Figure 1. Clock network drawn from the DEF (run 1).
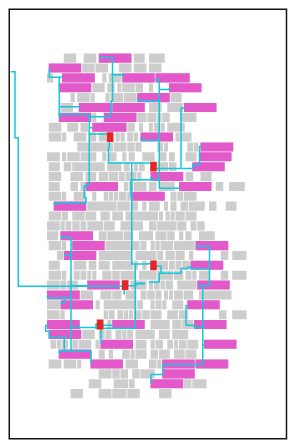
Figure 2. Cell classes on the final placement (run 1).
Scale bar: 20 um.
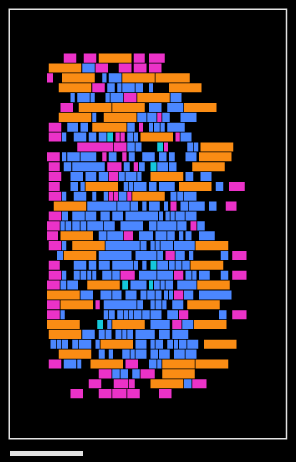
Figure 3. Floorplan with the power grid (run 1).
Pins as bars on the die edge. Tap cells in gray.
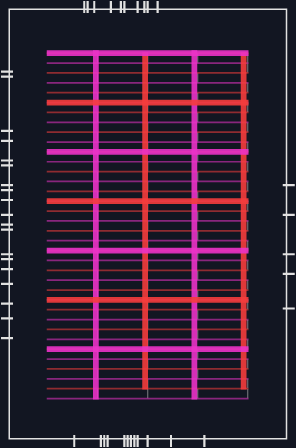
==> config.mk <==
export PLATFORM = sky130hd
export DESIGN_NAME = math_computer_engine_flat
export DESIGN_NICKNAME = d
export VERILOG_FILES = /design/src/rtl/math_computer_pkg.sv /design/src/rtl/math_computer_if.sv /design/src/rtl/math_computer_mult_seq.sv /design/src/rtl/math_computer_engine.sv /design/src/flat_wrapper.sv
export SDC_FILE = /design/constraint.sdc
export NUM_CORES = 1
export LEC_CHECK = 0
export CAP_MARGIN = 15
export CORE_ASPECT_RATIO = 1.75
export CORE_MARGIN = 10
export CORE_UTILIZATION = 50
export CTS_BUF_LIST = sky130_fd_sc_hd__clkbuf_2
export CTS_CLUSTER_SIZE = 40
export DETAILED_ROUTE_END_ITERATION = 7
export GPL_TIMING_DRIVEN = 0
export PLACE_DENSITY = 0.85
export SLEW_MARGIN = 15
export SYNTH_ARGS = -nofsm -noshare
export SYNTH_HDL_FRONTEND = slang
export SYNTH_SLANG_ARGS = --single-unit
export TNS_END_PERCENT = 10
==> constraint.sdc <==
create_clock -name clk -period 2.28 [get_ports clk]
set_input_delay 0.228 -clock clk [delete_from_list [all_inputs] [get_ports clk]]
set_output_delay 0.228 -clock clk [all_outputs]
set_load 0.05 [all_outputs]
==> src/rtl/math_computer_pkg.sv <==
`default_nettype none
// +----------------------------------------------------------------------+
// | Module   : math_computer_pkg                                         |
// | Purpose  : Shared types and constants for the math computer engine:  |
// |            FSM state type, default operand width and a helper that   |
// |            returns the result width (twice the operand width).       |
// | Revision : 1.0 - initial release                                     |
// +----------------------------------------------------------------------+
package math_computer_pkg;

    localparam int DATASIZE_DEFAULT = 8;

    typedef enum logic [1:0] {
        IDLE    = 2'd0,
        COMPUTE = 2'd1,
        OUTPUT  = 2'd2
    } state_t;

    // a*b + c with N-bit unsigned operands always fits in 2N bits.
    function automatic int result_width(input int datasize);
        return 2 * datasize;
    endfunction

endpackage
`default_nettype wire

==> src/rtl/math_computer_if.sv <==
`default_nettype none
// +----------------------------------------------------------------------+
// | Module   : math_computer_if                                          |
// | Purpose  : Operand input channel (valid/ready + a, b, c) and result  |
// |            output channel (valid/ready + result) of the engine.      |
// | Modports : slave  - engine side (responder in, initiator out)        |
// |            master - producer/consumer side                           |
// | Revision : 1.0 - initial release                                     |
// +----------------------------------------------------------------------+
interface math_computer_if
    import math_computer_pkg::*;
#(
    parameter int DATASIZE = DATASIZE_DEFAULT
);
    logic                                input_valid;
    logic                                input_ready;
    logic [DATASIZE-1:0]                 a;
    logic [DATASIZE-1:0]                 b;
    logic [DATASIZE-1:0]                 c;
    logic                                output_valid;
    logic                                output_ready;
    logic [result_width(DATASIZE)-1:0]   result;

    modport slave (
        input  input_valid, a, b, c, output_ready,
        output input_ready, output_valid, result
    );

    modport master (
        output input_valid, a, b, c, output_ready,
        input  input_ready, output_valid, result
    );
endinterface
`default_nettype wire

==> src/rtl/math_computer_mult_seq.sv <==
`default_nettype none
// +----------------------------------------------------------------------+
// | Module   : math_computer_mult_seq                                    |
// | Purpose  : Iterative shift-add datapath computing a*b + c.           |
// |            load : capture a, b; seed accumulator with c; clear count |
// |            step : one multiply step (adds shifted a when b bit set)  |
// |            acc  : accumulator value                                  |
// |            done : asserted on the step that completes the product    |
// | Revision : 1.0 - initial release                                     |
// +----------------------------------------------------------------------+
module math_computer_mult_seq
    import math_computer_pkg::*;
#(
    parameter int DATASIZE = DATASIZE_DEFAULT
) (
    input  wire logic                              clk,
    input  wire logic                              rst,
    input  wire logic                              load,
    input  wire logic                              step,
    input  wire logic [DATASIZE-1:0]               a,
    input  wire logic [DATASIZE-1:0]               b,
    input  wire logic [DATASIZE-1:0]               c,
    output logic      [result_width(DATASIZE)-1:0] acc,
    output logic                                   done
);
    localparam int RW = result_width(DATASIZE);
    localparam int CW = (DATASIZE > 1) ? $clog2(DATASIZE) : 1;

    // Multiplicand shifts left and multiplier shifts right each step, so
    // the step always examines bit 0 and adds an already-aligned operand.
    logic [RW-1:0]       mcand_q,  mcand_d;
    logic [DATASIZE-1:0] mplier_q, mplier_d;
    logic [RW-1:0]       acc_q,    acc_d;
    logic [CW-1:0]       cnt_q,    cnt_d;

    always_comb begin
        mcand_d  = mcand_q;
        mplier_d = mplier_q;
        acc_d    = acc_q;
        cnt_d    = cnt_q;
        if (load) begin
            mcand_d  = RW'(a);
            mplier_d = b;
            acc_d    = RW'(c);
            cnt_d    = '0;
        end else if (step) begin
            acc_d    = acc_q + (mplier_q[0] ? mcand_q : '0);
            mcand_d  = mcand_q << 1;
            mplier_d = mplier_q >> 1;
            cnt_d    = cnt_q + CW'(1);
        end
    end

    always_ff @(posedge clk or negedge rst) begin
        if (!rst) begin
            mcand_q  <= '0;
            mplier_q <= '0;
            acc_q    <= '0;
            cnt_q    <= '0;
        end else begin
            mcand_q  <= mcand_d;
            mplier_q <= mplier_d;
            acc_q    <= acc_d;
            cnt_q    <= cnt_d;
        end
    end

    assign acc  = acc_q;
    // Step count is fixed at DATASIZE regardless of the multiplier value.
    assign done = step && (cnt_q == CW'(DATASIZE - 1));

endmodule
`default_nettype wire

==> src/rtl/math_computer_engine.sv <==
`default_nettype none
// +----------------------------------------------------------------------+
// | Module   : math_computer_engine                                      |
// | Purpose  : Accepts an operand triple, computes a*b + c over DATASIZE |
// |            shift-add steps and holds the result until consumed.      |
// | Ports    : clk - rising-edge clock                                   |
// |            rst - asynchronous active-low reset                       |
// |            bus - math_computer_if.slave (operand in, result out)     |
// | Revision : 1.0 - initial release                                     |
// +----------------------------------------------------------------------+
module math_computer_engine
    import math_computer_pkg::*;
#(
    parameter int DATASIZE = DATASIZE_DEFAULT
) (
    input  wire logic       clk,
    input  wire logic       rst,
    math_computer_if.slave  bus
);
    localparam int RW = result_width(DATASIZE);

    state_t        state_q, state_d;
    logic          load, step, done;
    logic          in_ready, out_valid;
    logic [RW-1:0] acc;

    math_computer_mult_seq #(
        .DATASIZE (DATASIZE)
    ) u_mult (
        .clk  (clk),
        .rst  (rst),
        .load (load),
        .step (step),
        .a    (bus.a),
        .b    (bus.b),
        .c    (bus.c),
        .acc  (acc),
        .done (done)
    );

    always_comb begin
        state_d   = state_q;
        load      = 1'b0;
        step      = 1'b0;
        in_ready  = 1'b0;
        out_valid = 1'b0;
        case (state_q)
            IDLE: begin
                // Ready is gated by rst so it reads 0 for the whole reset.
                in_ready = rst;
                if (bus.input_valid && rst) begin
                    load    = 1'b1;
                    state_d = COMPUTE;
                end
            end
            COMPUTE: begin
                step = 1'b1;
                if (done) begin
                    state_d = OUTPUT;
                end
            end
            OUTPUT: begin
                out_valid = 1'b1;
                if (bus.output_ready) begin
                    state_d = IDLE;
                end
            end
            default: begin
                state_d = IDLE;
            end
        endcase
    end

    always_ff @(posedge clk or negedge rst) begin
        if (!rst) begin
            state_q <= IDLE;
        end else begin
            state_q <= state_d;
        end
    end

    assign bus.input_ready  = in_ready;
    assign bus.output_valid = out_valid;
    // Result is masked to zero whenever it is not being offered.
    assign bus.result       = out_valid ? acc : '0;

endmodule
`default_nettype wire

==> src/flat_wrapper.sv <==
// flat-port wrapper written by rule: the top's interface ports become plain ports
module math_computer_engine_flat import math_computer_pkg::*;
#(
    parameter int DATASIZE = DATASIZE_DEFAULT
)
  (clk, rst, bus_input_valid, bus_a, bus_b, bus_c, bus_output_ready, bus_input_ready, bus_output_valid, bus_result);
  math_computer_if #(.DATASIZE(DATASIZE)) bus_i ();
  input  wire logic clk;
  input  wire logic rst;
  input wire logic [$bits(bus_i.input_valid)-1:0] bus_input_valid;
  input wire logic [$bits(bus_i.a)-1:0] bus_a;
  input wire logic [$bits(bus_i.b)-1:0] bus_b;
  input wire logic [$bits(bus_i.c)-1:0] bus_c;
  input wire logic [$bits(bus_i.output_ready)-1:0] bus_output_ready;
  output wire logic [$bits(bus_i.input_ready)-1:0] bus_input_ready;
  output wire logic [$bits(bus_i.output_valid)-1:0] bus_output_valid;
  output wire logic [$bits(bus_i.result)-1:0] bus_result;
  assign bus_i.input_valid = bus_input_valid;
  assign bus_i.a = bus_a;
  assign bus_i.b = bus_b;
  assign bus_i.c = bus_c;
  assign bus_i.output_ready = bus_output_ready;
  assign bus_input_ready = bus_i.input_ready;
  assign bus_output_valid = bus_i.output_valid;
  assign bus_result = bus_i.result;
  math_computer_engine #(.DATASIZE(DATASIZE)) u_core (.clk(clk), .rst(rst), .bus(bus_i));
endmodule
==> impl_metrics.csv, run 1 <==
group,metric,value,unit
pwr,maxPowerGroup,"combinational cells",
yosys,synth_nets,340,
layout,flop_area,0.00113,sq mm
placed_design,portBuffers,45,
layout,clk_share,0.937,%
run,drv_cap,0,
grt,grt_pass1_vias,2598,
sta,slew_headroom,28.5,%
sta,setup_slack,-0.277,ns
floorplan,ios,46,
sta,setup_violations,9,
layout,instances_no_fill,430,
sta,whs,0.329,ns
sta,fin_skew,0.0100,ns
clocking,cts_made_buffers,5,
layout,antenna_cells,1,
setup_path,crit_path_max_incr_delay,0.49,ns
pwr,pg_seq,1.45,mW
pwr,pg_comb,2.10,mW
setup_path,worstSetupPathType,"reg -> reg",
layout,comb_area,0.00167,sq mm
grt,grt_first_pass_wirelength,12200,um
layout,sh_comb_area,46.3,%
setup_path,critPathArrivalTime,2.87,ns
route,drt_iter0_markers,214,
layout,post-route-util,68.0,%
yosys,topCellsByArea,"dfrtp_1 (41%), ha_1 (7.8%), and2_1 (7.3%)",
layout,drive_gt1_share,16.3,%
clocking,clock-root-buffer,"clkbuf_2",
pwr,p_comb_share,54.2,%
placed_design,placedCellCount,414,
grt,globalRouteMet2Util,29.6,%
outcome,status,"finished with violations",
outcome,violations,"setup timing",
pwr,intPower,2.12,mW
route,met2_length,4200,um
setup_path,path_depth,10,
setup_path,cp.required,2.60,ns
yosys,synth_area_leader_cell,"dfrtp_1",
route,wire_per_inst,18.5,um
setup_path,r2r-end,"u_core.u_mult.acc[15]$_DFFE_PN0P_",
floorplan,dieArea,0.00897,sq mm
Notes on Figure 1 above:
- magenta: flip-flops (count 45)
- red: clock drivers (count 5)
- cyan: clock wires (length 582 um)
- routed clock nets: 6
Latency at later pin: 0.42 ns
Clock net power: 327 uW
Clock Power Share: 8.4%

Notes on Figure 2 above:
- magenta: remaining buffers and delay cells (cells 72)
- cyan: clock drivers and dummy loads (cells 7)
- orange: sequential cells (cells 45)
- blue: combinational and other logic (cells 231)
post-route cell area: 0.00360 sq mm
Core Area: 0.00530 sq mm
Seq/total area: 31.3%
row cnt: 35

Notes on Figure 3 above:
- red: VDD
- magenta: VSS
- met4 straps: 4
- met5 straps: 7
- met1 rails: 36
- rows: 35
Max IR drop VDD: 733 uV
die x size: 76 um
Die H: 118 um

-- run 1: tightest hold or removal path, stage by stage --
cell and delay, ns:
clkdlybuf4s50_1 0.39, nand2_1 0.05, o21ai_0 0.06
-- run 1: timing repair --
action	CTS	global route
hold endpoints to repair	23	0
endpoints found under the setup margin	28	23
pin swaps	2	19
gates cloned	0	1
gates resized	45	42
setup buffers	1	5
hold buffers	2	0
-- run 1: logic make-up after synthesis --
family | after synthesis | synth area share (%)
AOI/OAI and AO/OA | 84 | 21.3
xor gates and xnor gates | 12 | 3.83
adders and majority gates | 18 | 8.48
buffers and inverters | 31 | 4.24
DFF | 45 | 41.0
muxes | 8 | 2.92
and+or+nand+nor | 96 | 18.2
Figure 4. Where the registers sit (run 1).
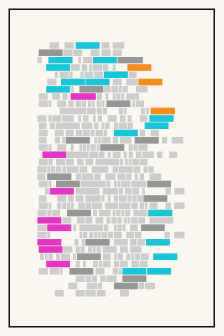

==> run 2: changes to the inputs <==
--- a/config.mk
+++ b/config.mk
@@ -8,12 +8,13 @@
 export CAP_MARGIN = 15
 export CORE_ASPECT_RATIO = 1.75
 export CORE_MARGIN = 10
-export CORE_UTILIZATION = 50
-export CTS_BUF_LIST = sky130_fd_sc_hd__clkbuf_2
+export CORE_UTILIZATION = 48
+export CTS_BUF_LIST = sky130_fd_sc_hd__clkbuf_16
+export CTS_CLUSTER_DIAMETER = 60
 export CTS_CLUSTER_SIZE = 40
 export DETAILED_ROUTE_END_ITERATION = 7
 export GPL_TIMING_DRIVEN = 0
-export PLACE_DENSITY = 0.85
+export PLACE_DENSITY = 0.82
 export SLEW_MARGIN = 15
 export SYNTH_ARGS = -nofsm -noshare
 export SYNTH_HDL_FRONTEND = slang
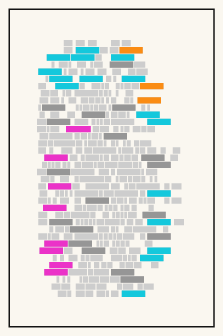
Figure 5: run 2, where the registers sit.
- magenta: `u_core.u_mult.mplier_q` (flops 8)
- orange: `u_core.u_mult.cnt_q` (flops 3)
- cyan: `u_core.u_mult.mcand_q` (flops 16)
- not colored: 18
final core occ: 67.8%
register area: 0.00113 sq mm

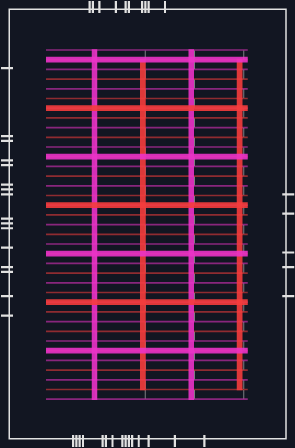
Figure 6: run 2, floorplan with the power grid.
Pins as bars on the die edge. Tap cells in gray.
- magenta: VSS
- red: VDD
- rows: 36
- tap cells: 76
- signal pins: 46
- met5 straps: 7
Die H: 120 um
Core Area: 0.00554 sq mm
die x size: 77.2 um
Max IR drop VDD: 602 uV

==> run 2 against run 1 <==
Against the previous run: the run still ends with setup timing left; die size grew 3.3%; cell area rose by 4.2%; largest power group unchanged; largest cell class unchanged; combinational power is 6% higher; core utilization is 0.21 points lower; critical endpoint is now u_core.u_mult.acc[8]$_DFFE_PN0P_; sequential share of layout area decreased by 1.3 points; first-iteration DRC count up 34%.
==> impl_metrics.csv, run 2 <==
group,metric,value,unit
yosys,mux_share,2.92,%
layout,drive_gt1_share,16.0,%
pwr,p_comb_share,50.5,%
run,drv_cap,0,
outcome,status,"finished with violations",
layout,clk_share,3.70,%
yosys,synthAdderAreaFrac,8.48,%
setup_path,critPathArrivalTime,2.70,ns
sta,whs,0.0106,ns
yosys,yosys.area_share.simple,18.2,%
layout,instances_no_fill,438,
placed_design,portBuffers,45,
setup_path,r2r-end,"u_core.u_mult.acc[8]$_DFFE_PN0P_",
route,drt_iter0_markers,286,
yosys,xor_area_share,3.83,%
clocking,cts_made_buffers,5,
setup_path,crit_path_max_incr_delay,0.47,ns
layout,antenna_cells,0,
yosys,synth_nets,340,
pwr,clkPwrFrac,16.0,%
placed_design,placedCellCount,416,
setup_path,cp.required,2.43,ns
layout,comb_area,0.00165,sq mm
setup_path,worstSetupPathType,"reg -> reg",
pwr,switching_share,42.2,%
floorplan,ios,46,
outcome,violations,"setup timing",
yosys,netlist_logic_family_top,"AND-OR/OR-AND gates",
yosys,synth_top_area_share,41.0,%
yosys,top_cell,"dfrtp_1",
floorplan,dieArea,0.00926,sq mm
clocking,clock_latency,0.29,ns
route,drtPass1Iterations,7,
sta,fin_skew,0.00331,ns
layout,sh_comb_area,43.9,%
sta,setup_slack,-0.271,ns
sta,setup_violations,11,
setup_path,path_cells,"buf_8 -> and2_4 -> ha_4 -> fa_2 -> a21o_1 -> a221oi_4 -> buf_6 -> o21ai_0 -> xnor2_1 -> o22ai_1",
clocking,clock-root-buffer,"clkbuf_16",
yosys,topCellsByArea,"dfrtp_1 (41%), ha_1 (7.8%), and2_1 (7.3%)",
placed_design,place_area,0.00332,sq mm
grt,grt_pass1_vias,2609,
setup_path,path_depth,10,
sta,setup_tns,-2.07,ns
min_path,holdCritPathClass,"in -> async",
yosys,ys_sh_aoi,21.3,%
setup_path,cp_max_fo,6,
sta,slew_headroom,53.6,%
pwr,seqPwrFrac,33.5,%
yosys,synth_area_leader_cell,"dfrtp_1",
pwr,intPower,2.53,mW
route,wire_per_inst,19.2,um
grt,grt_first_pass_wirelength,12400,um
setup_path,worst-path-buf-inv,2,
placed_design,post-dp-hpwl,5580,um
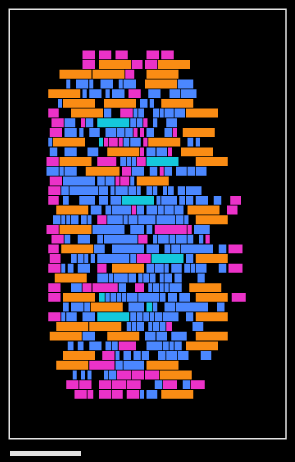
Figure 7: run 2, cell classes on the final placement.
Scale bar: 20 um.
- orange: sequential cells (cells 45)
- blue: combinational and other logic (cells 231)
- cyan: clock drivers and dummy loads (cells 8)
- magenta: remaining buffers and delay cells (cells 78)
row cnt: 36
post-route cell area: 0.00376 sq mm
Seq/total area: 30.0%

==> run 2: power groups by stage <==
stage	clock (mW)	sequential (mW)	combinational, mW
floorplan	0	1.33	1.36
global placement	0	1.42	1.73
detailed placement	0	1.43	1.79
CTS	0.699	1.44	1.92
global route	0.734	1.50	2.43
finish	0.700	1.47	2.22
==> run 2: per-layer routing <==
layer | part of all wire [%] | track usage [%] | up-vias
li1 | - | - | 1185
met1 | 36 | 16.0 | 1223
met2 | 54 | 30.8 | 102
met3 | 4.3 | 2.54 | 29
met4 | 5.1 | 10.3 | 0
met5 | 0 | 0 | -
==> run 2: what timing repair did <==
action	4_1_cts	5_1_grt
gates resized	53	15
endpoints found under the setup margin	28	20
pin swaps	5	10
hold endpoints to repair	16	0
hold buffers	2	0
gates cloned	0	1
setup buffers	2	9
Figure 8. Clock network drawn from the DEF (run 2).
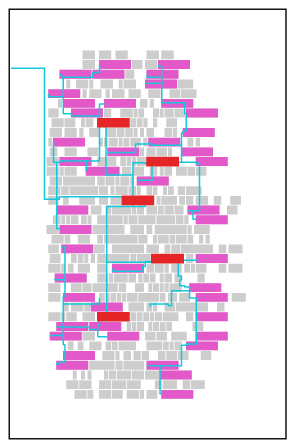

==> run 3: changes to the inputs <==
--- a/config.mk
+++ b/config.mk
@@ -15,6 +15,7 @@
 export DETAILED_ROUTE_END_ITERATION = 7
 export GPL_TIMING_DRIVEN = 0
 export PLACE_DENSITY = 0.82
+export RECOVER_POWER = 25
 export SLEW_MARGIN = 15
 export SYNTH_ARGS = -nofsm -noshare
 export SYNTH_HDL_FRONTEND = slang
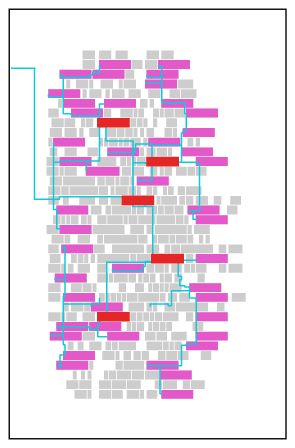
Figure 9: run 3, clock network drawn from the DEF.
- cyan: clock wires (length 582 um)
- magenta: flip-flops (count 45)
- red: clock drivers (count 5)
- routed clock nets: 6
Clock Power Share: 15.9%
clk_skew: 0.00325 ns
Latency at later pin: 0.29 ns

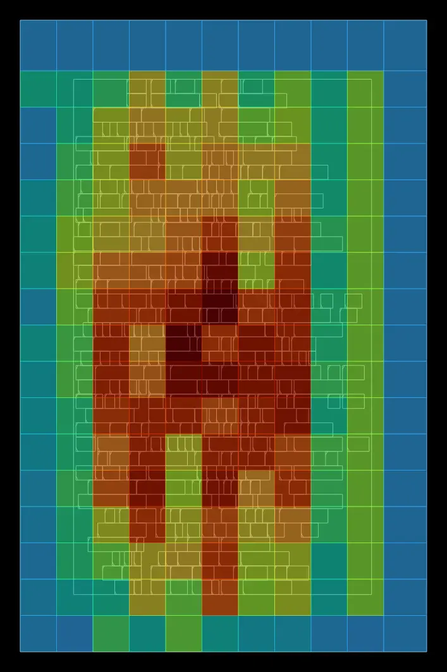
Figure 10: run 3, track usage over the die.
final core occ: 67.2%
met1 Resource Use GR: 16.0%
global route hottest layer: met2
wire per inst: 19.2 um
met2 GRT Util: 30.8%

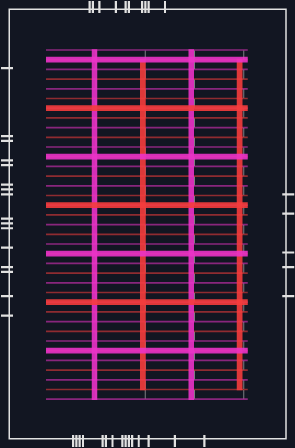
Figure 11: run 3, floorplan with the power grid.
Pins as bars on the die edge. Tap cells in gray.
- magenta: VSS
- red: VDD
- rows: 36
- met4 straps: 4
- tap cells: 76
- met5 straps: 7
- met1 rails: 37
Max IR drop VDD: 599 uV

==> run 3 against run 2 <==
Against the previous run: the run ends with capacitance limit, slew limit, setup timing left; global-route usage unchanged; die size unchanged; fmax down 0.57%; via count up 0.67%; final cell count unchanged; critical path depth unchanged; count of clock-buffer cells in the layout unchanged; routed wire length down 0.34%; first-iteration DRC count up 12%; clock skew about the same; core utilization down 0.61 points; critical path type unchanged.
==> impl_metrics.csv, run 3 <==
group,metric,value,unit
pwr,p_leak,1.68,nW
yosys,synth_nets,340,
yosys,topCellsByArea,"dfrtp_1 (41%), ha_1 (7.8%), and2_1 (7.3%)",
yosys,synthAdderAreaFrac,8.48,%
yosys,xor_area_share,3.83,%
yosys,netlist_logic_family_top,"AND-OR/OR-AND gates",
placed_design,post-dp-hpwl,5580,um
route,drtPass1Iterations,7,
yosys,synth_area_leader_cell,"dfrtp_1",
min_path,holdCritPathClass,"in -> reg",
grt,grt_pass1_vias,2609,
pwr,maxPowerGroup,"combinational cells",
route,finalWirelength,8390,um
yosys,ys_sh_aoi,21.3,%
layout,drive_gt1_share,15.2,%
sta,setup_slack,-0.286,ns
setup_path,critPathArrivalTime,2.71,ns
setup_path,worst-path-buf-inv,2,
outcome,violations,"capacitance limit, slew limit, setup timing",
grt,grt_first_pass_wirelength,12400,um
pwr,pg_clk,696,uW
run,drv_cap,1,
sta,setup_violations,11,
sta,setup_tns,-2.17,ns
floorplan,coreArea,0.00554,sq mm
layout,final_area,0.00372,sq mm
pwr,pg_seq,1.46,mW
clocking,clock-root-buffer,"clkbuf_16",
floorplan,rows,36,
floorplan,dieArea,0.00926,sq mm
sta,slew_headroom,-4.75,%
route,drt_iter0_markers,319,
layout,antenna_cells,0,
pwr,switching_share,42.1,%
setup_path,cp_max_fo,6,
setup_path,r2r-end,"u_core.u_mult.acc[8]$_DFFE_PN0P_",
pwr,p_comb_share,50.5,%
yosys,mux_share,2.92,%
sta,tightest_slew,1.57,ns
setup_path,worstSetupPathType,"reg -> reg",
outcome,status,"finished with violations",
pwr,intPower,2.53,mW
floorplan,die_y,120,um
clocking,cts_made_buffers,5,
layout,comb_area,0.00165,sq mm
sta,slew_violations,30,
yosys,top_cell,"dfrtp_1",
setup_path,cp.required,2.43,ns
floorplan,die-width,77.2,um
layout,flop_area,0.00113,sq mm
placed_design,place_area,0.00332,sq mm
floorplan,ios,46,
yosys,yosys.area_share.simple,18.2,%
sta,whs,0.478,ns
yosys,synth_flops,45,
setup_path,crit_path_max_incr_delay,0.47,ns
placed_design,portBuffers,45,
pwr,seqPwrFrac,33.5,%
pwr,pg_comb,2.20,mW
run 3: cell counts after synthesis:
No cell type changed its count.
run 3: per-layer routing:
layer	wire length, um	vias to the layer above
li1	-	1186
met1	2990	1235
met2	4550	104
met3	425	31
met4	423	0
met5	0	-
run 3: worst min-delay path, delay by kind of cell:
family / cells / cell delay, ns
buf+inv: 1 / 0.39
simple gates: 1 / 0.05
compound gates: 1 / 0.05
run 3: area by class of cell:
class                      count  area share, %
multi-input combinational    218           44.3
sequential                    45           30.3
timing repair buffer          60           15.4
clock buffer                   5           3.36
tap                           76           2.55
buffer                        18           2.42
inverter                      13           1.31
clock inverter                 3          0.370
run 3: repair_timing:
item	in CTS	in global routing
gates cloned	0	1
pin swaps	5	10
hold buffers	2	0
hold endpoints to repair	16	0
endpoints found under the setup margin	28	20
buffers inserted	2	9
gates resized	53	15
No activity file was given, so power comes from the tool's default toggle rates.
